==> config.mk <==
export PLATFORM = sky130hd
export DESIGN_NAME = pipeline_addsub_flat
export DESIGN_NICKNAME = d
export VERILOG_FILES = /design/src/rtl/pipeline_addsub_pkg.sv /design/src/rtl/pipeline_addsub_if.sv /design/src/rtl/pipeline_addsub_slice.sv /design/src/rtl/pipeline_addsub.sv /design/src/flat_wrapper.sv
export SDC_FILE = /design/constraint.sdc
export NUM_CORES = 1
export LEC_CHECK = 0
export CORE_ASPECT_RATIO = 1.4
export CORE_MARGIN = 3
export CORE_UTILIZATION = 33
export DETAILED_ROUTE_END_ITERATION = 10
export GPL_TIMING_DRIVEN = 1
export PLACE_DENSITY = 0.68
export SLEW_MARGIN = 15
export SYNTH_ARGS = -nofsm -noshare
export SYNTH_HDL_FRONTEND = slang
export SYNTH_HIERARCHICAL = 1
export SYNTH_SLANG_ARGS = --single-unit
==> constraint.sdc <==
create_clock -name clk -period 2.7 [get_ports clk]
set_input_delay 0.405 -clock clk [delete_from_list [all_inputs] [get_ports clk]]
set_output_delay 0.405 -clock clk [all_outputs]
set_load 0.01 [all_outputs]
==> src/rtl/pipeline_addsub_pkg.sv <==
// rtl/pipeline_addsub_pkg.sv - shared op encodings and slice geometry for the sliced add/sub pipeline
package pipeline_addsub_pkg;

  typedef enum logic {
    OP_ADD = 1'b0,
    OP_SUB = 1'b1
  } op_e;

  typedef struct packed {
    int width;
    int offset;
  } slice_t;

  // Slices are equal width, LSB first; the top slice absorbs the remainder bits.
  function automatic slice_t slice_info(int dwidth, int num_stages, int idx);
    slice_t si;
    int base;
    base      = dwidth / num_stages;
    si.offset = idx * base;
    si.width  = (idx == num_stages - 1) ? base + (dwidth % num_stages) : base;
    return si;
  endfunction

endpackage

==> src/rtl/pipeline_addsub_if.sv <==
// rtl/pipeline_addsub_if.sv - operand/result handshake bundle for pipeline_addsub
interface pipeline_addsub_if #(
  parameter int DWIDTH = 8
);

  logic [DWIDTH-1:0] in1;
  logic [DWIDTH-1:0] in2;
  logic              cin;
  logic              op;
  logic              in_valid;
  logic              in_ready;
  logic [DWIDTH-1:0] sum;
  logic              carry;
  logic              overflow;
  logic              zero;
  logic              out_valid;
  logic              out_ready;
  logic              busy;

  modport master (
    output in1, in2, cin, op, in_valid, out_ready,
    input  in_ready, sum, carry, overflow, zero, out_valid, busy
  );

  modport slave (
    input  in1, in2, cin, op, in_valid, out_ready,
    output in_ready, sum, carry, overflow, zero, out_valid, busy
  );

endinterface

==> src/rtl/pipeline_addsub_slice.sv <==
// rtl/pipeline_addsub_slice.sv - combinational add/sub slice with carry-out and carry into its MSB
module addsub_slice #(
  parameter int SWIDTH = 4
) (
  input  logic [SWIDTH-1:0] a,
  input  logic [SWIDTH-1:0] b,
  input  logic              cin,
  input  logic              sub,
  output logic [SWIDTH-1:0] s,
  output logic              cout,
  output logic              c_msb
);

  logic [SWIDTH-1:0] b_eff;

  assign b_eff       = sub ? ~b : b;
  assign {cout, s}   = {1'b0, a} + {1'b0, b_eff} + {{SWIDTH{1'b0}}, cin};
  // The sum bit is a ^ b ^ carry-in, so the carry into the MSB falls out of it.
  assign c_msb       = s[SWIDTH-1] ^ a[SWIDTH-1] ^ b_eff[SWIDTH-1];

endmodule

==> src/rtl/pipeline_addsub.sv <==
// rtl/pipeline_addsub.sv - carry-pipelined adder/subtractor, one slice per stage, global stall
module pipeline_addsub
  import pipeline_addsub_pkg::*;
#(
  parameter int DWIDTH     = 8,
  parameter int NUM_STAGES = 2
) (
  input  logic clk,
  input  logic rst,
  pipeline_addsub_if.slave bus
);

  logic [NUM_STAGES-1:0] v_q;
  logic [NUM_STAGES-1:0] op_q;
  logic [NUM_STAGES-1:0] c_q;
  logic [DWIDTH-1:0]     a_q   [NUM_STAGES];
  logic [DWIDTH-1:0]     b_q   [NUM_STAGES];
  logic [DWIDTH-1:0]     res_q [NUM_STAGES];
  logic                  ovf_q;
  logic                  zero_q;

  logic [NUM_STAGES-1:0] v_d;
  logic [NUM_STAGES-1:0] op_d;
  logic [NUM_STAGES-1:0] c_d;
  logic [NUM_STAGES-1:0] ovf_d;
  logic [DWIDTH-1:0]     a_d   [NUM_STAGES];
  logic [DWIDTH-1:0]     b_d   [NUM_STAGES];
  logic [DWIDTH-1:0]     res_d [NUM_STAGES];
  logic                  zero_d;
  logic                  advance;

  // Any stall freezes every stage so in-flight operand skew stays aligned.
  assign advance = !v_q[NUM_STAGES-1] || bus.out_ready;

  for (genvar k = 0; k < NUM_STAGES; k++) begin : g_stage
    localparam slice_t SI  = slice_info(DWIDTH, NUM_STAGES, k);
    localparam int     OFF = SI.offset;
    localparam int     W   = SI.width;

    logic [W-1:0]      a_sl;
    logic [W-1:0]      b_sl;
    logic [W-1:0]      s_sl;
    logic              cin_sl;
    logic              sub_sl;
    logic              cout_sl;
    logic              cmsb_sl;
    logic              v_src;
    logic [DWIDTH-1:0] a_src;
    logic [DWIDTH-1:0] b_src;
    logic [DWIDTH-1:0] res_prev;
    logic              unused_skew;

    if (k == 0) begin : g_first
      assign a_src    = bus.in1;
      assign b_src    = bus.in2;
      assign v_src    = bus.in_valid;
      assign sub_sl   = bus.op;
      assign cin_sl   = (bus.op == OP_SUB) ? ~bus.cin : bus.cin;
      assign res_prev = '0;
    end else begin : g_next
      assign a_src    = a_q[k-1];
      assign b_src    = b_q[k-1];
      assign v_src    = v_q[k-1];
      assign sub_sl   = op_q[k-1];
      assign cin_sl   = c_q[k-1];
      assign res_prev = res_q[k-1];
    end

    assign a_sl = a_src[OFF +: W];
    assign b_sl = b_src[OFF +: W];

    addsub_slice #(
      .SWIDTH (W)
    ) u_slice (
      .a     (a_sl),
      .b     (b_sl),
      .cin   (cin_sl),
      .sub   (sub_sl),
      .s     (s_sl),
      .cout  (cout_sl),
      .c_msb (cmsb_sl)
    );

    assign v_d[k]   = v_src;
    assign op_d[k]  = sub_sl;
    assign c_d[k]   = cout_sl;
    assign ovf_d[k] = cmsb_sl ^ cout_sl;
    assign a_d[k]   = a_src;
    assign b_d[k]   = b_src;
    assign res_d[k] = res_prev | (DWIDTH'(s_sl) << OFF);

    // Already-consumed operand bits and the last stage's skew copy have no reader.
    assign unused_skew = ^{a_q[k], b_q[k], op_q[k], ovf_d[k]};
  end

  assign zero_d = (res_d[NUM_STAGES-1] == '0);

  always_ff @(posedge clk or posedge rst) begin
    if (rst) begin
      v_q    <= '0;
      op_q   <= '0;
      c_q    <= '0;
      ovf_q  <= 1'b0;
      zero_q <= 1'b0;
      for (int k = 0; k < NUM_STAGES; k++) begin
        a_q[k]   <= '0;
        b_q[k]   <= '0;
        res_q[k] <= '0;
      end
    end else if (advance) begin
      v_q    <= v_d;
      op_q   <= op_d;
      c_q    <= c_d;
      a_q    <= a_d;
      b_q    <= b_d;
      res_q  <= res_d;
      ovf_q  <= ovf_d[NUM_STAGES-1];
      zero_q <= zero_d;
    end
  end

  assign bus.in_ready  = advance;
  assign bus.out_valid = v_q[NUM_STAGES-1];
  assign bus.sum       = res_q[NUM_STAGES-1];
  assign bus.carry     = c_q[NUM_STAGES-1];
  assign bus.overflow  = ovf_q;
  assign bus.zero      = zero_q;
  assign bus.busy      = |v_q;

endmodule

==> src/flat_wrapper.sv <==
// flat-port wrapper written by rule: the top's interface ports become plain ports
module pipeline_addsub_flat import pipeline_addsub_pkg::*;
#(
  parameter int DWIDTH     = 8,
  parameter int NUM_STAGES = 2
)
  (clk, rst, bus_in1, bus_in2, bus_cin, bus_op, bus_in_valid, bus_out_ready, bus_in_ready, bus_sum, bus_carry, bus_overflow, bus_zero, bus_out_valid, bus_busy);
  pipeline_addsub_if #(.DWIDTH(DWIDTH)) bus_i ();
  input  logic clk;
  input  logic rst;
  input wire logic [$bits(bus_i.in1)-1:0] bus_in1;
  input wire logic [$bits(bus_i.in2)-1:0] bus_in2;
  input wire logic [$bits(bus_i.cin)-1:0] bus_cin;
  input wire logic [$bits(bus_i.op)-1:0] bus_op;
  input wire logic [$bits(bus_i.in_valid)-1:0] bus_in_valid;
  input wire logic [$bits(bus_i.out_ready)-1:0] bus_out_ready;
  output wire logic [$bits(bus_i.in_ready)-1:0] bus_in_ready;
  output wire logic [$bits(bus_i.sum)-1:0] bus_sum;
  output wire logic [$bits(bus_i.carry)-1:0] bus_carry;
  output wire logic [$bits(bus_i.overflow)-1:0] bus_overflow;
  output wire logic [$bits(bus_i.zero)-1:0] bus_zero;
  output wire logic [$bits(bus_i.out_valid)-1:0] bus_out_valid;
  output wire logic [$bits(bus_i.busy)-1:0] bus_busy;
  assign bus_i.in1 = bus_in1;
  assign bus_i.in2 = bus_in2;
  assign bus_i.cin = bus_cin;
  assign bus_i.op = bus_op;
  assign bus_i.in_valid = bus_in_valid;
  assign bus_i.out_ready = bus_out_ready;
  assign bus_in_ready = bus_i.in_ready;
  assign bus_sum = bus_i.sum;
  assign bus_carry = bus_i.carry;
  assign bus_overflow = bus_i.overflow;
  assign bus_zero = bus_i.zero;
  assign bus_out_valid = bus_i.out_valid;
  assign bus_busy = bus_i.busy;
  pipeline_addsub #(.DWIDTH(DWIDTH), .NUM_STAGES(NUM_STAGES)) u_core (.clk(clk), .rst(rst), .bus(bus_i));
endmodule
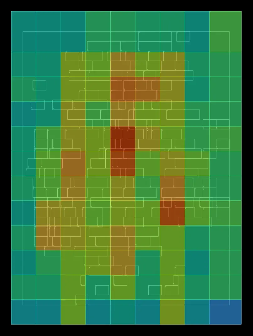
**Above:** routing congestion.
most used routing layer: met2
met1 Use GR: 13.2%
GRT Overall Usage: 11.0%

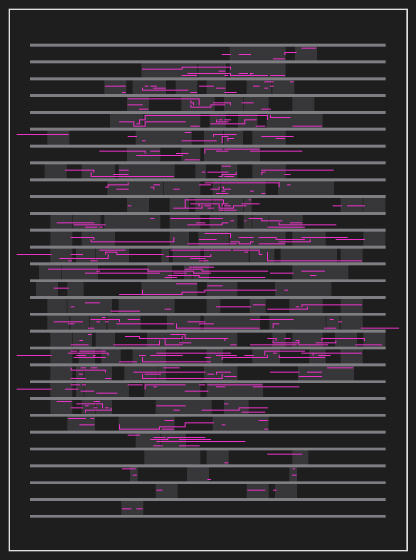
**Above:** M1 wires.
Supply wires on this layer in grey.
- main direction: horizontal
- nets with wire on the layer: 152

==> flow_metrics.env <==
# implementation run metrics
export IMPL_cts_hold_buf=0
export IMPL_fin_util_pct=45.8
export IMPL_htree_levels=1
export IMPL_cts_tree="done"
export IMPL_reg2reg_slack_ns=0.26
export IMPL_die_h_um=87.3
export IMPL_met3_usage_pct=1.16
export IMPL_run_status="complete, no violations"
export IMPL_r2r_start="u_core/op_q[0]"
export IMPL_switching_share_pct=30.1
export IMPL_wl_mm=2.84
export IMPL_fp_nets=140
export IMPL_pwr_share_comb_pct=45.9
export IMPL_tns_ns=0
export IMPL_syn_inst=108
export IMPL_fp_util_pct=35.5
export IMPL_drtIter0Drc=8
export IMPL_slew_violations=0
export IMPL_port_buffers=35
export IMPL_antenna_found_initial=0
export IMPL_cts_setup_buffers=0
export IMPL_crit_type="reg -> reg"
export IMPL_seqPwrFrac_pct=39.4
export IMPL_max_clock_freq_mhz=410
export IMPL_regArea_um2=676
export IMPL_finalNonFillerCells=208
export IMPL_grt_overflow=0
export IMPL_power_density_mw_per_mm2=761
export IMPL_whs_ns=0.490
export IMPL_dp_cells=204
export IMPL_tool_warnings=26
export IMPL_grt_use_met2_pct=20.1
[per-layer routing]
layer	wire (um)	vias up
met3	113	4
met5	0	-
met2	1530	26
met4	40	0
li1	-	437
met1	1150	460
[cell usage in the layout (no fill, tap or decap), drive strengths merged]
cell type and n:
or2 1, xnor2 5, fa 4, ha 6, buf 4, clkdlybuf4s50 35, mux2 25, xor2 12
clkbuf 3, nand2 1, o31ai 1, nor2b 1, clkinv 1, or4 2, nand2b 1, a21o 5
nand3b 2, a31oi 1, a21oi 1, dfrtp 27, inv 10
[how the worst min path moves through the flow]
stage / startpoint / endpoint / cells past startpoint
2_1_floorplan: u_core/v_q[0] / u_core/v_q[1] / 1
3_3_place_gp: u_core/v_q[0] / u_core/v_q[1] / 1
3_5_place_dp: u_core/bus.sum[1] / u_core/bus.sum[1] / 1
4_1_cts: rst / u_core/bus.sum[0] / 3
5_1_grt: rst / u_core/bus.sum[0] / 3
6_report: rst / u_core/bus.sum[0] / 3
[worst max-delay path: cells and delay by family, from the launching register on]
kind	cells	cell delay, ns
adders and majority gates	2	0.82
and+or+nand+nor	1	0.57
DFF	1	0.47
AOI/OAI and AO/OA	1	0.23
xor gates and xnor gates	1	0.18
buffers and inverters	1	0.08
[state kept, by name (all words and copies together) (netlist names)]
signal and count:
u_core/bus.sum 8, u_core/g_stage.a_src 4, u_core/g_stage.b_src 4, u_core/g_stage.res_prev 4, u_core/c_q 2, u_core/v_q 2
u_core/bus.overflow 1, u_core/bus.zero 1, u_core/op_q 1
[power groups by stage]
stage                     Sequential, uW  Combinational (uW)  Clock (uW)
after global placement               608                 692           0
after CTS                            606                 713         229
after detailed placement             613                 711           0
after floorplan                      629                 431           0
final                                602                 702         224
after global routing                 622                 769         248
